===== config.mk =====
export PLATFORM = sky130hd
export DESIGN_NAME = joystick_adc
export DESIGN_NICKNAME = d
export VERILOG_FILES = /design/src/rtl/joystick_adc.sv
export SDC_FILE = /design/constraint.sdc
export NUM_CORES = 1
export LEC_CHECK = 0
export CAP_MARGIN = 20
export CORE_MARGIN = 1
export CORE_UTILIZATION = 60
export CTS_CLUSTER_DIAMETER = 100
export DETAILED_ROUTE_END_ITERATION = 6
export GPL_TIMING_DRIVEN = 0
export HOLD_SLACK_MARGIN = 0.08
export PLACE_DENSITY = 0.79
export SLEW_MARGIN = 20
export SYNTH_ARGS = -nofsm -noshare
export SYNTH_HDL_FRONTEND = slang
export SYNTH_SLANG_ARGS = --single-unit

===== constraint.sdc =====
create_clock -name clk -period 3.58 [get_ports clk]
set_input_delay 0.716 -clock clk [delete_from_list [all_inputs] [get_ports clk]]
set_output_delay 0.716 -clock clk [all_outputs]
set_load 0.01 [all_outputs]

===== src/rtl/joystick_adc.sv =====
// rtl/joystick_adc.sv - joystick ADC reader with 4-sample moving average and centre deadzone
//
// Purpose:
//   Periodically runs one conversion on an 8-bit serial ADC, keeps a running
//   sum over the last four bytes and publishes the truncated mean as the
//   paddle control value. Means inside the centre band snap to 0x80.
//
// Ports:
//   clk           in   system clock (only clock)
//   rst           in   synchronous active-high reset
//   adc_miso      in   ADC serial data, MSB first
//   adc_cs_n      out  ADC chip select, active-low, registered
//   adc_sclk      out  ADC serial clock, registered
//   control       out  filtered joystick value, 0x80 = neutral
//   control_valid out  one-cycle pulse when control is updated
//   raw_sample    out  last unfiltered ADC byte
module joystick_adc #(
  parameter int CLK_DIV       = 25,
  parameter int SAMPLE_PERIOD = 100000,
  parameter int DEADZONE      = 8
) (
  input  logic       clk,
  input  logic       rst,
  input  logic       adc_miso,
  output logic       adc_cs_n,
  output logic       adc_sclk,
  output logic [7:0] control,
  output logic       control_valid,
  output logic [7:0] raw_sample
);

  localparam int PW = (SAMPLE_PERIOD > 1) ? $clog2(SAMPLE_PERIOD) : 1;
  localparam int DW = $clog2(CLK_DIV + 1);

  localparam logic [PW-1:0] PERIOD_LAST = PW'(SAMPLE_PERIOD - 1);
  localparam logic [DW-1:0] DIV_LAST    = DW'(CLK_DIV - 1);
  localparam logic [7:0]    DZ_LO       = 8'(128 - DEADZONE);
  localparam logic [7:0]    DZ_HI       = 8'(128 + DEADZONE);

  typedef enum logic [2:0] {
    S_IDLE,
    S_SETUP,
    S_SHIFT,
    S_DONE,
    S_FILTER
  } state_t;

  state_t            state_q, state_d;
  logic [PW-1:0]     period_q, period_d;
  logic [DW-1:0]     div_q, div_d;
  logic [2:0]        bit_q, bit_d;
  logic [7:0]        shift_q, shift_d;
  logic              cs_n_q, cs_n_d;
  logic              sclk_q, sclk_d;
  logic [7:0]        raw_q, raw_d;
  logic [3:0][7:0]   hist_q, hist_d;
  logic [9:0]        sum_q, sum_d;
  logic [7:0]        control_q, control_d;
  logic              valid_q, valid_d;

  logic              wrap;
  logic              div_last;
  logic [7:0]        avg;

  always_comb begin
    state_d   = state_q;
    div_d     = div_q;
    bit_d     = bit_q;
    shift_d   = shift_q;
    cs_n_d    = cs_n_q;
    sclk_d    = sclk_q;
    raw_d     = raw_q;
    hist_d    = hist_q;
    sum_d     = sum_q;
    control_d = control_q;
    valid_d   = 1'b0;

    wrap     = (period_q == PERIOD_LAST);
    div_last = (div_q == DIV_LAST);
    avg      = sum_q[9:2];
    period_d = wrap ? '0 : period_q + 1'b1;

    // Registered outputs are loaded on the edge that enters a state, so each
    // state's outputs are valid for exactly the cycles spent in it.
    unique case (state_q)
      S_IDLE: begin
        // A wrap outside IDLE is simply ignored.
        if (wrap) begin
          state_d = S_SETUP;
          cs_n_d  = 1'b0;
          div_d   = '0;
        end
      end

      S_SETUP: begin
        if (div_last) begin
          state_d = S_SHIFT;
          div_d   = '0;
          bit_d   = 3'd7;
        end else begin
          div_d = div_q + 1'b1;
        end
      end

      S_SHIFT: begin
        if (div_last) begin
          div_d = '0;
          if (!sclk_q) begin
            // Rising sclk edge: capture the bit the ADC has been holding.
            sclk_d  = 1'b1;
            shift_d = {shift_q[6:0], adc_miso};
          end else begin
            sclk_d = 1'b0;
            if (bit_q == 3'd0) begin
              state_d = S_DONE;
              cs_n_d  = 1'b1;
              raw_d   = shift_q;
              hist_d  = {hist_q[2:0], shift_q};
              // Incremental update; the exact sum fits in 10 bits so the
              // modular add/subtract never loses information.
              sum_d   = sum_q + {2'b00, shift_q} - {2'b00, hist_q[3]};
            end else begin
              bit_d = bit_q - 1'b1;
            end
          end
        end else begin
          div_d = div_q + 1'b1;
        end
      end

      S_DONE: begin
        state_d   = S_FILTER;
        valid_d   = 1'b1;
        control_d = ((avg >= DZ_LO) && (avg <= DZ_HI)) ? 8'h80 : avg;
      end

      S_FILTER: begin
        state_d = S_IDLE;
      end

      default: begin
        state_d = S_IDLE;
        cs_n_d  = 1'b1;
        sclk_d  = 1'b0;
      end
    endcase
  end

  always_ff @(posedge clk) begin
    if (rst) begin
      state_q   <= S_IDLE;
      period_q  <= '0;
      div_q     <= '0;
      bit_q     <= '0;
      shift_q   <= '0;
      cs_n_q    <= 1'b1;
      sclk_q    <= 1'b0;
      raw_q     <= 8'h80;
      hist_q    <= {4{8'h80}};
      sum_q     <= 10'd512;
      control_q <= 8'h80;
      valid_q   <= 1'b0;
    end else begin
      state_q   <= state_d;
      period_q  <= period_d;
      div_q     <= div_d;
      bit_q     <= bit_d;
      shift_q   <= shift_d;
      cs_n_q    <= cs_n_d;
      sclk_q    <= sclk_d;
      raw_q     <= raw_d;
      hist_q    <= hist_d;
      sum_q     <= sum_d;
      control_q <= control_d;
      valid_q   <= valid_d;
    end
  end

  assign adc_cs_n      = cs_n_q;
  assign adc_sclk      = sclk_q;
  assign control       = control_q;
  assign control_valid = valid_q;
  assign raw_sample    = raw_q;

endmodule


Fig. 1: run 1, cell classes on the final placement
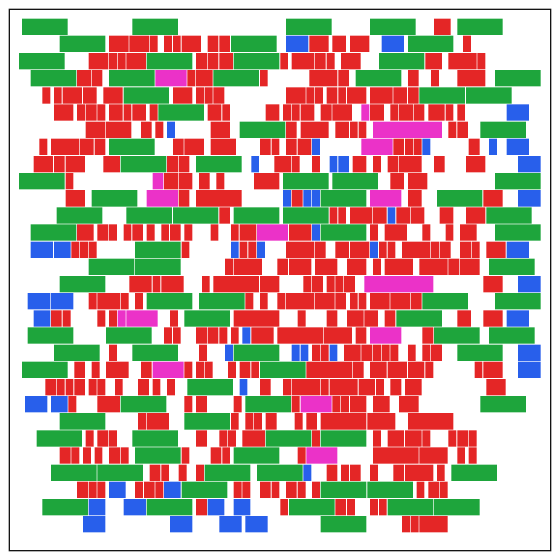
[other buffers and delay cells] blue | cells: 50 | share of their area: 7.5%
[clock drivers and dummy loads] magenta | cells: 15 | share of their area: 4.6%
[all other logic] red | cells: 379 | share of their area: 49%
[flip-flops] green | cells: 89 | share of their area: 39%

Fig. 2: run 1, sizing map
The bar under the picture is 20 um long.
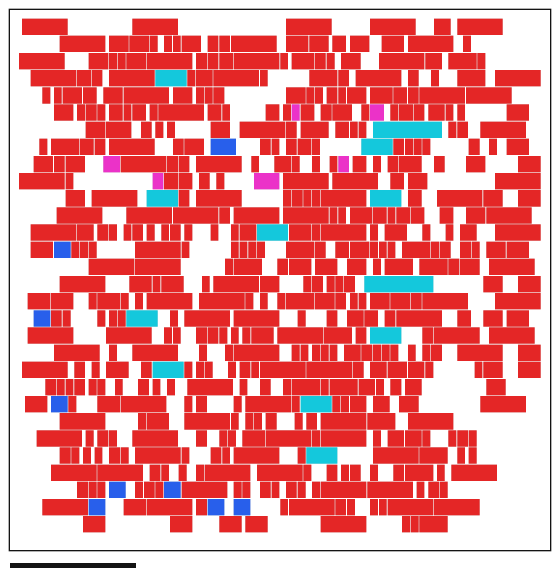
[drive 3 to 4] blue | cells: 9
[drive 6 and up] cyan | cells: 12
[drive 1 or less] red | cells: 506
[drive 2] magenta | cells: 6

Fig. 3: run 1, the clock network
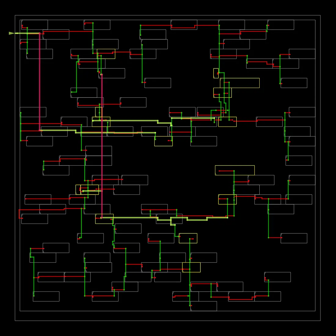
Num CTS Buffers: 9
Clock group: 738 uW
Latency at later pin: 0.35 ns
Worst Skew: 0.00842 ns

==> Changelog: implementation, run 1 <==
### Implementation results

- Slew margin rel.: 30.5%
- Adder Area Share: 9.19%
- Diode count: 0
- CP Data Required Time: 3.82 ns
- Hold crit path type: flip-flop to flip-flop
- WP depth: 9
- Max_cap viols: 0
- Hold worst-path end: hist_q[28]$_SDFFE_PP0P_
- Asr flop ratio synth: 0%
- Compound Share, Synth: 15.6%
- Ys flops: 89
- I/O pins: 22
- Top logic family: simple AND/OR/NAND/NOR gates
- Most flop-heavy register: hist_q
- Routing usage on met1: 33.9%
- Setup crit start kind: flip-flop
- Flip-flops with a built-in enable: 0
- Die height: 85.6 um
- Setup_tns: 0 ns
- Largest register FFs: 32
- Total power per unit cell area: 377 nW/um^2
- Hold Crit Depth: 2
- RSZ-0062 raised after global routing: no
- Top FF cell, synth: dfxtp_1
- Number of global-route vias before repair: 3200
- Horiz. Die Dim: 85.6 um
- Initial antenna violation count: 0
- Register-to-register setup slack: 0.58 ns
- Internal power: 1.41 mW
- Fp_density: 62.1%
- Reg-to-reg endpoint: sum_q[8]$_SDFFE_PP0P_
- Post-DRT Antenna Nets: 0
- Inverters: 45
- HPWL Detailed: 6290 um
- Met3 usage: 5.20%
- DP Worst Slack: 0.658 ns
- Post-synth top area cell: dfxtp_1
- Core area: 6760 sq um
- Commonest non-fill, non-tap cells in the layout: 89 x dfxtp_1, 83 x nand2_1, 48 x a21oi_1
- Post-CTS setup buffers: 0
- Seq/total area: 37.9%
- Top cells by area: dfxtp_1 42%, nand2_1 7.4%, a21oi_1 5.7%
- Worst Path Buf+Inv: 2
- Resized cells post-CTS: 0
- Worst setup margin: 0.579 ns
- Grt ovf: 0
- Crit-path slowest cell: fa_1
- # hold bufs at CTS: 0
- TritonCTS clock tree: yes
- Largest net degree at the start of global routing: 14
- Avg WL per Cell: 14.1 um
- Drt total wl: 8650 um
- Post-Syn Nets: 527
- Vias/cell: 5.71
- Worst setup startpoint: shift_q[1]$_SDFFE_PP0P_
- First-pass GRT wire length: 14500 um
- Post-Syn Area: 4200 sq um
- Synthesis warning total: 0
- Clk sinks: 89
- Worst Setup EP: sum_q[8]$_SDFFE_PP0P_
- Commonest Layout Cell: dfxtp_1
- Final hold vios: 0
- Commonest cells post-synth: 89 x dfxtp_1, 83 x nand2_1, 48 x a21oi_1, 44 x inv_1, 39 x nor2_1
- Met2 Resource Use GR: 38.9%
- Synth Area in Simple Gates: 19.9%
- Yosys top cell by instances: dfxtp_1
- TAP cells: 80
- Post-synthesis sequential area ratio: 42.5%
- Final setup viols: 0
- DRC violations left: 0
- Worst hold start: hist_q[20]$_SDFFE_PP0P_
- Synth Instances: 498
- Power share of the clock group: 41.6%
- Worst EP arrival: 3.24 ns
- Final min period: 3.00 ns
- Routability cong.: 0.914
- Die area: 7330 sq um
- DR WL met2: 3900 um
- Comb pwr share: 2.1%
- Status: complete, no violations
- Post-synth mux share: 2.42%
- Crit-path cells: inv_1, fa_1, inv_1, fa_1, a211oi_1, o21bai_1, o311a_1, o311a_1, a32o_1
- P_comb: 37.5 uW
- Met1 WL: 4220 um
- Worst hold slack: 0.456 ns
- Worst r2r path cells: 9
- VDD IR max: 236 uV
- Worst Path Max Fanout: 4
Fig. 4: run 1, sequential cells grouped by signal name
The bar under the picture is 20 um long. Other sequential cells in the stronger gray, the rest of the logic in the fainter gray.
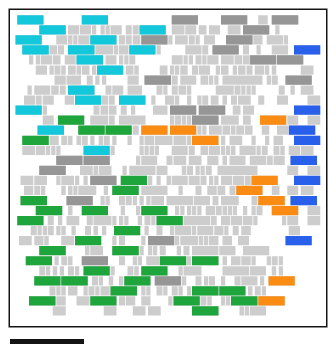

==> run 1 -> run 2 <==
- clock period: 3.58 -> 2.9 ns (I/O delays scaled with it)
Fig. 5: run 2, sequential cells grouped by signal name
The bar under the picture is 20 um long. Other sequential cells in the stronger gray, the rest of the logic in the fainter gray.
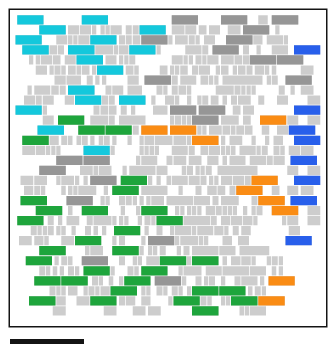
[hist_q] green | sequential cells: 32
[sum_q] orange | sequential cells: 10
[period_q] cyan | sequential cells: 17
[control] blue | sequential cells: 8

Fig. 6: run 2, cell classes on the final placement
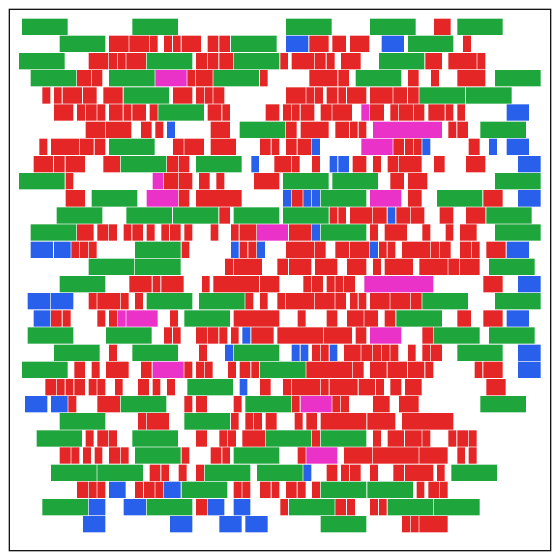
[clock drivers and dummy loads] magenta | cells: 15 | share of their area: 4.6%
[flip-flops] green | cells: 89 | share of their area: 39%
[other buffers and delay cells] blue | cells: 50 | share of their area: 7.5%
[all other logic] red | cells: 379 | share of their area: 49%

Fig. 7: run 2, routed clock nets over the placement
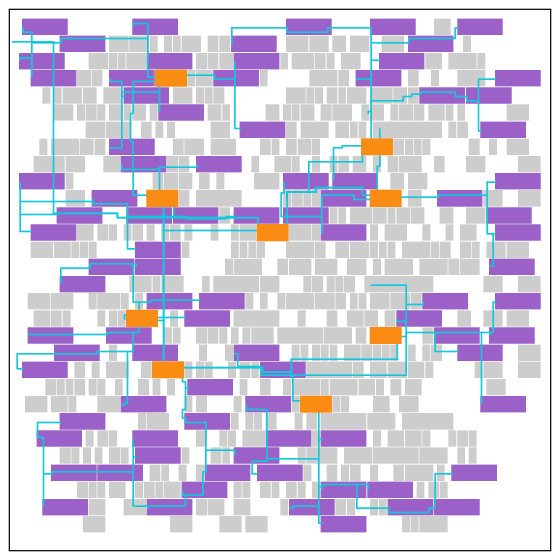
[clock wires] cyan | length: 974 um
[cells driving clock nets] orange | count: 9
[flip-flops] purple | count: 89
routed clock nets: 10

==> Changelog: implementation, run 2 <==
### Implementation results

- Internal power: 1.74 mW (+23%)
- Vias/cell: 5.76 (+0.86%)
- Adder Area Share: 9.19% (unchanged)
- Yosys top cell by instances: dfxtp_1
- Post-synthesis sequential area ratio: 42.5% (unchanged)
- Core area: 6760 sq um (unchanged)
- Compound Share, Synth: 15.6% (unchanged)
- Routability cong.: 0.914 (unchanged)
- Commonest cells post-synth: 89 x dfxtp_1, 83 x nand2_1, 48 x a21oi_1, 44 x inv_1, 39 x nor2_1
- DR WL met2: 3970 um (+1.7%)
- Worst Path Buf+Inv: 2 (unchanged)
- Commonest Layout Cell: dfxtp_1
- Met3 usage: 5.20% (unchanged)
- Setup_tns: 0 ns (unchanged)
- DP Worst Slack: -0.0215 ns (-0.680 ns)
- Post-CTS setup buffers: 0 (unchanged)
- TAP cells: 80 (unchanged)
- # hold bufs at CTS: 0 (unchanged)
- Crit-path slowest cell: fa_1
- Number of global-route vias before repair: 3187 (-0.41%)
- TritonCTS clock tree: yes
- Worst setup startpoint: shift_q[1]$_SDFFE_PP0P_
- Num CTS Buffers: 9 (unchanged)
- Synth Area in Simple Gates: 19.9% (unchanged)
- P_comb: 46.5 uW (+24%)
- Drt total wl: 8700 um (+0.65%)
- Hold worst-path end: hist_q[28]$_SDFFE_PP0P_
- Power share of the clock group: 41.6% (about the same)
- Worst r2r path cells: 9 (unchanged)
- Die area: 7330 sq um (unchanged)
- Ys flops: 89 (unchanged)
- Inverters: 45 (unchanged)
- Flip-flops with a built-in enable: 0 (unchanged)
- Post-Syn Nets: 527 (unchanged)
- Clk sinks: 89 (unchanged)
- Status: complete, no violations
- Die height: 85.6 um (unchanged)
- Diode count: 0 (unchanged)
- Resized cells post-CTS: 1 (+1)
- Total power per unit cell area: 464 nW/um^2 (+23%)
- Final hold vios: 0 (unchanged)
- Top logic family: simple AND/OR/NAND/NOR gates
- Slew margin rel.: 29.0% (-1.5 points)
- Commonest non-fill, non-tap cells in the layout: 89 x dfxtp_1, 83 x nand2_1, 48 x a21oi_1
- Routing usage on met1: 34.0% (+0.18 points)
- Initial antenna violation count: 0 (unchanged)
- Largest register FFs: 32 (unchanged)
- Comb pwr share: 2.1% (about the same)
- Crit-path cells: inv_1, fa_1, inv_1, fa_2, a211oi_2, o21bai_1, o311a_1, o311a_1, a32o_1
- Post-synth top area cell: dfxtp_1
- Post-Syn Area: 4200 sq um (unchanged)
Power figures rest on the tool's default switching activity, not on a simulated workload.
